==> config.mk <==
export PLATFORM = sky130hd
export DESIGN_NAME = mem_access_ctrl_flat
export DESIGN_NICKNAME = d
export VERILOG_FILES = /design/src/rtl/mem_access_ctrl_pkg.sv /design/src/rtl/mem_access_ctrl_if.sv /design/src/rtl/mem_access_ctrl_lane_merge.sv /design/src/rtl/mem_access_ctrl.sv /design/src/flat_wrapper.sv
export SDC_FILE = /design/constraint.sdc
export NUM_CORES = 1
export LEC_CHECK = 0
export CAP_MARGIN = 5
export CORE_MARGIN = 2
export CORE_UTILIZATION = 35
export CTS_CLUSTER_DIAMETER = 30
export DETAILED_ROUTE_END_ITERATION = 7
export PLACE_DENSITY = 0.67
export RECOVER_POWER = 100
export SLEW_MARGIN = 20
export SYNTH_ARGS = -nofsm -noshare
export SYNTH_HDL_FRONTEND = slang
export SYNTH_HIERARCHICAL = 1
export SYNTH_SLANG_ARGS = --single-unit
==> constraint.sdc <==
create_clock -name clk -period 2.9 [get_ports clk]
set_input_delay 0.87 -clock clk [delete_from_list [all_inputs] [get_ports clk]]
set_output_delay 0.87 -clock clk [all_outputs]
set_load 0.01 [all_outputs]
### The metal 1 layer, run 1

Supply wires on this layer in gray.
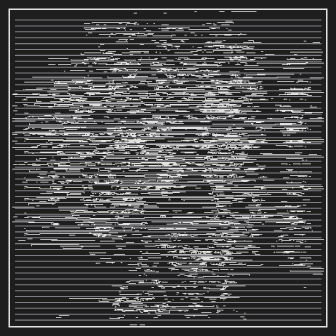
The longest straight run is 48.8 um. The layer carries 10000 um of wire. 999 nets have wire on it.
M1 GR Usage: 0.2818
Routed WL: 22.31 mm
via count: 6561

### M2 wires, run 1

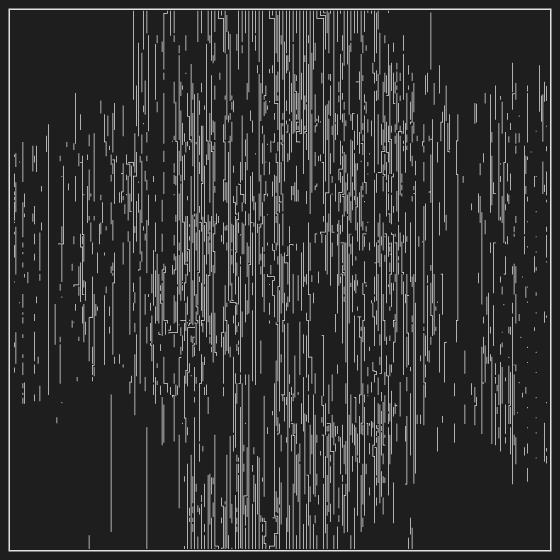
The longest straight run is 85.3 um. 908 nets have wire on it. The layer holds 46% of the routed length. The layer carries 10200 um of wire. The wires run mostly vertical.
GR Util met2: 0.3328

### Metal 3, run 1

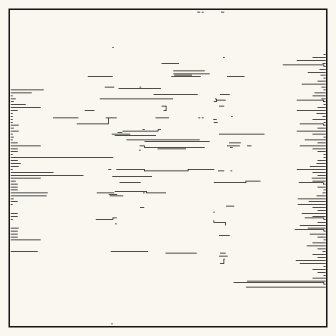
The layer holds 6.7% of the routed length. The longest straight run is 47.1 um. The wires run mostly horizontal. The layer carries 1500 um of wire. 173 nets have wire on it.
met3 usage: 0.05031

### The metal 4 layer, run 1

The bar under the picture is 50 um long. Supply wires on this layer in gray. Cells faint in the background.
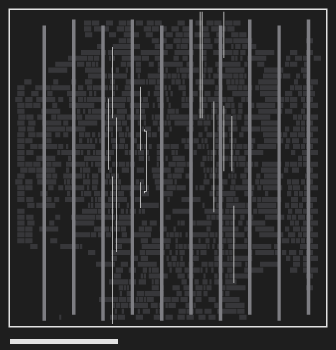
The longest straight run is 68.0 um. 12 nets have wire on it. The layer carries 528 um of wire. The wires run mostly vertical. The layer holds 2.4% of the routed length.

==> qor.yml, run 1 <==
logic_synthesis:
  synth_flops: 120
  top_area_frac: 0.4213
  synth_dominant_cell_count: "dfrtp_1"
  yosys.area_share.simple: 0.2331
  ys_sh_xor: 0.002478
  ys_top_logic_family: "simple AND/OR/NAND/NOR gates"
  synth_top_flop_cell: "dfrtp_1"
  edf_count: 0
  synth_area_um2: 7068
  async_flop_share: 1.000
  synthDistinctLibCells: 51
  top_cells_by_area: "dfrtp_1 (42%), and2_1 (7.5%), mux2i_1 (5.7%), a21oi_1 (4.8%), nor2_1 (4.3%)"
  synth.net_count: 962
  top_area_cell: "dfrtp_1"
setup_path:
  end_kind: "flip-flop"
  slowest_delay_ps: 660
  cp.arrival_ps: 3040
  critPathKind: "primary input to flip-flop"
  critical-path-slowest-cell: "a221oi_1"
  cp_cell_sequence: "dlygate4sd3_1 -> and2_0 -> nand2_1 -> a221oi_1 -> buf_12 -> buf_12 -> a211oi_1 -> a21o_1"
  worst_path_most_repeated_cell: "buf_12"
  worstPathRequired_ps: 3210
  path_max_fanout: 28
final_layout:
  clock_buffers: 19
  fin_cells: 1293
  num-nonclk-buffers: 268
  drive_gt1_frac: 0.07879
  n_sequential_cell: 120
  fin_nets: 1192
  comb_share: 0.3587
  largest_register_ff_count: 38
  regArea_um2: 3004
  final_area_um2: 10290
  lay_top_cells: "clkdlybuf4s50_1 (130), dfrtp_1 (119), dlygate4sd3_1 (101), nor2_1 (81), nand2_1 (72)"
  inverters: 19
  largest_class: "logic gates"
grt:
  grt_max_degree: 65
  grt_overflow: 0
  top_usage_layer: "met2"
  track_usage: 0.2112
power:
  p_seq_frac: 0.290
  comb_power_mw: 4.82
  p_int_mw: 5.547
  power_clock_mw: 1.94
  comb_power_share: 0.506
  sequentialPower_mw: 2.76
  maxPowerGroup: "combinational logic"
  p_clk_frac: 0.204
  p_leak_nw: 5.053
  ir_drop_mv: 0.7360
  p_switching_mw: 3.981
outcome:
  violations: "max-capacitance violations, max-slew violations"
  outcome: "finished with violations"
cts:
  ctsHoldBuffers: 0
  cts_max_path_buffers: 2
  clkLatencyLatePin_ps: 420
  clkSinkCount: 120
  cts_tree: "done"
  cts-root-buf: "clkbuf_16"
drt:
  avgRoutedWirePerCell_um: 17.26
  wl_met3_mm: 1.504
  drtAntennaViolNets: 0
place:
  dp_slack_ps: -354.0
  place_congestion: 0.8948
  dpl_cell_area_um2: 9792
  io_buffers: 232
  dp.cells: 1258
floorplanning:
  coreArea_um2: 19650
  ioPinCount: 281
  dieArea_um2: 21350
  die_h_um: 146.1
  tapCellCount: 265
sta:
  final_max_slew_viol_count: 32
  setup_viol: 0
  fin_ws_ps: 170.0
  fin_skew_ps: 5.247
  hold_slack_ps: 468.7
  slew_headroom: -0.1994
  fmax_mhz: 366.3
worst_hold_path:
  holdPathStages: 1
job:
  cap_violations: 1
  warnings: 79
### Clock routing, run 1

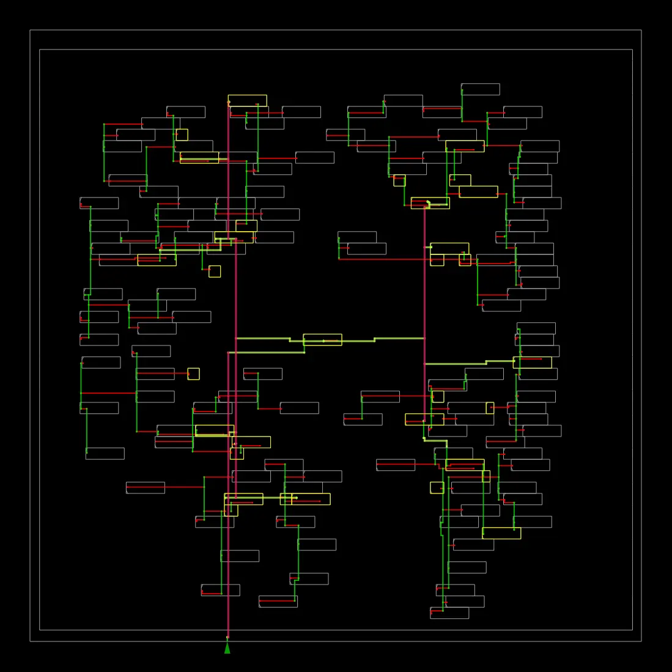

## Run 2: what changed since run 1
Settings changed: CORE_MARGIN 2 to 8, SETUP_SLACK_MARGIN from default to 0.4.
### Clock routing, run 2

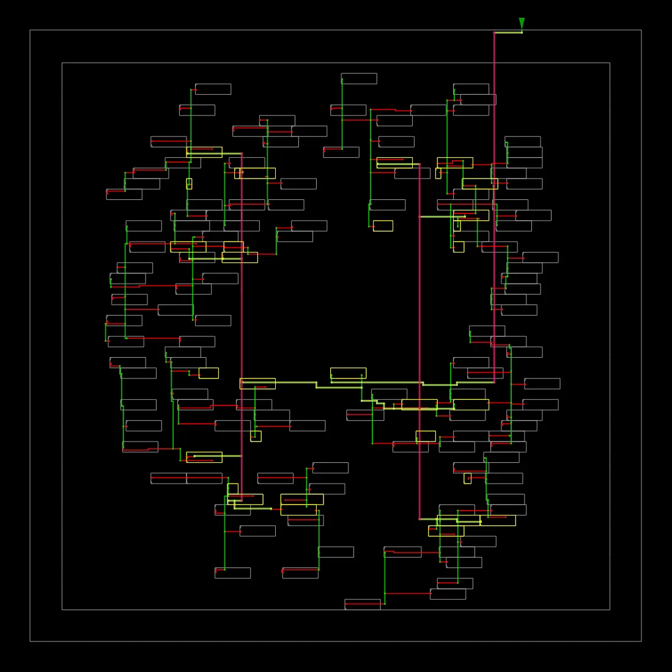
CTS sink cnt: 120
clk_skew: 7.356 ps
P_clk: 2.09 mW
CTS buffer count: 17

### The metal 1 layer, run 2

Supply wires on this layer in gray.
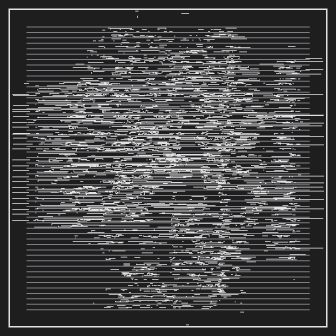
The layer holds 42% of the routed length. The longest straight run is 51.5 um. The layer carries 10100 um of wire. The wires run mostly horizontal. 1027 nets have wire on it.
Routed WL: 24.03 mm
via count: 6667

### Metal 3, run 2

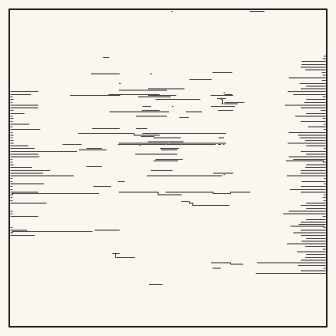
The layer holds 9.1% of the routed length. The wires run mostly horizontal. The layer carries 2190 um of wire. The longest straight run is 43.2 um. 176 nets have wire on it.
met3 usage: 0.05433

==> qor.yml, run 2 <==
floorplanning:
  ioPinCount: 281  # unchanged
  coreArea_um2: 20040  # was 19650 um^2
  dieArea_um2: 25000  # was 21350 um^2
  die_h_um: 158.1  # was 146.1 um
  tapCellCount: 270  # was 265
setup_path:
  path_max_fanout: 51  # was 28
  slowest_delay_ps: 550  # was 660 ps
  critical-path-slowest-cell: "dlygate4sd3_1"  # was a221oi_1
  critPathKind: "primary input to flip-flop"  # unchanged
  cp_cell_sequence: "dlygate4sd3_1 -> and2_0 -> nand2_1 -> buf_12 -> o32ai_1 -> nand2b_1 -> a2111oi_0"  # was dlygate4sd3_1 -> and2_0 -> nand2_1 -> a221oi_1 -> buf_12 -> buf_12 -> a211oi_1 -> a21o_1
cts:
  cts_tree: "done"  # unchanged
  cts-root-buf: "clkbuf_16"  # unchanged
  cts_max_path_buffers: 2  # unchanged
  clkLatencyLatePin_ps: 420  # about the same
grt:
  grt_max_degree: 65  # unchanged
outcome:
  outcome: "complete, no violations"  # was finished with violations
logic_synthesis:
  synthDistinctLibCells: 51  # unchanged
  ys_top_logic_family: "simple AND/OR/NAND/NOR gates"  # unchanged
  synth_flops: 120  # unchanged
  synth_top_flop_cell: "dfrtp_1"  # unchanged
  yosys.area_share.simple: 0.2331  # unchanged
  async_flop_share: 1.000  # unchanged
  top_area_cell: "dfrtp_1"  # unchanged
  synth_area_um2: 7068  # unchanged
  synth_dominant_cell_count: "dfrtp_1"  # unchanged
  top_cells_by_area: "dfrtp_1 (42%), and2_1 (7.5%), mux2i_1 (5.7%), a21oi_1 (4.8%), nor2_1 (4.3%)"  # unchanged
power:
  p_switching_mw: 4.020  # was 3.981 mW
  comb_power_share: 0.510  # was 0.506
  p_clk_frac: 0.211  # was 0.204
  p_seq_frac: 0.279  # was 0.290
  ir_drop_mv: 0.5615  # was 0.7360 mV
final_layout:
  lay_top_cells: "clkdlybuf4s50_1 (118), dfrtp_1 (116), nor2_1 (81), and2_1 (74), nand2_1 (72)"  # was clkdlybuf4s50_1 (130), dfrtp_1 (119), dlygate4sd3_1 (101), nor2_1 (81), nand2_1 (72)
  fin_cells: 1308  # was 1293
  drive_gt1_frac: 0.1060  # was 0.07879
sta:
  fmax_mhz: 384.6  # was 366.3 MHz
  fin_ws_ps: 300.1  # was 170.0 ps
place:
  place_congestion: 0.9131  # was 0.8948
  dpl_cell_area_um2: 9783  # was 9792 um^2
drt:
  wl_met3_mm: 2.190  # was 1.504 mm
job:
  warnings: 81  # was 79
No activity file was given, so power comes from the tool's default toggle rates.
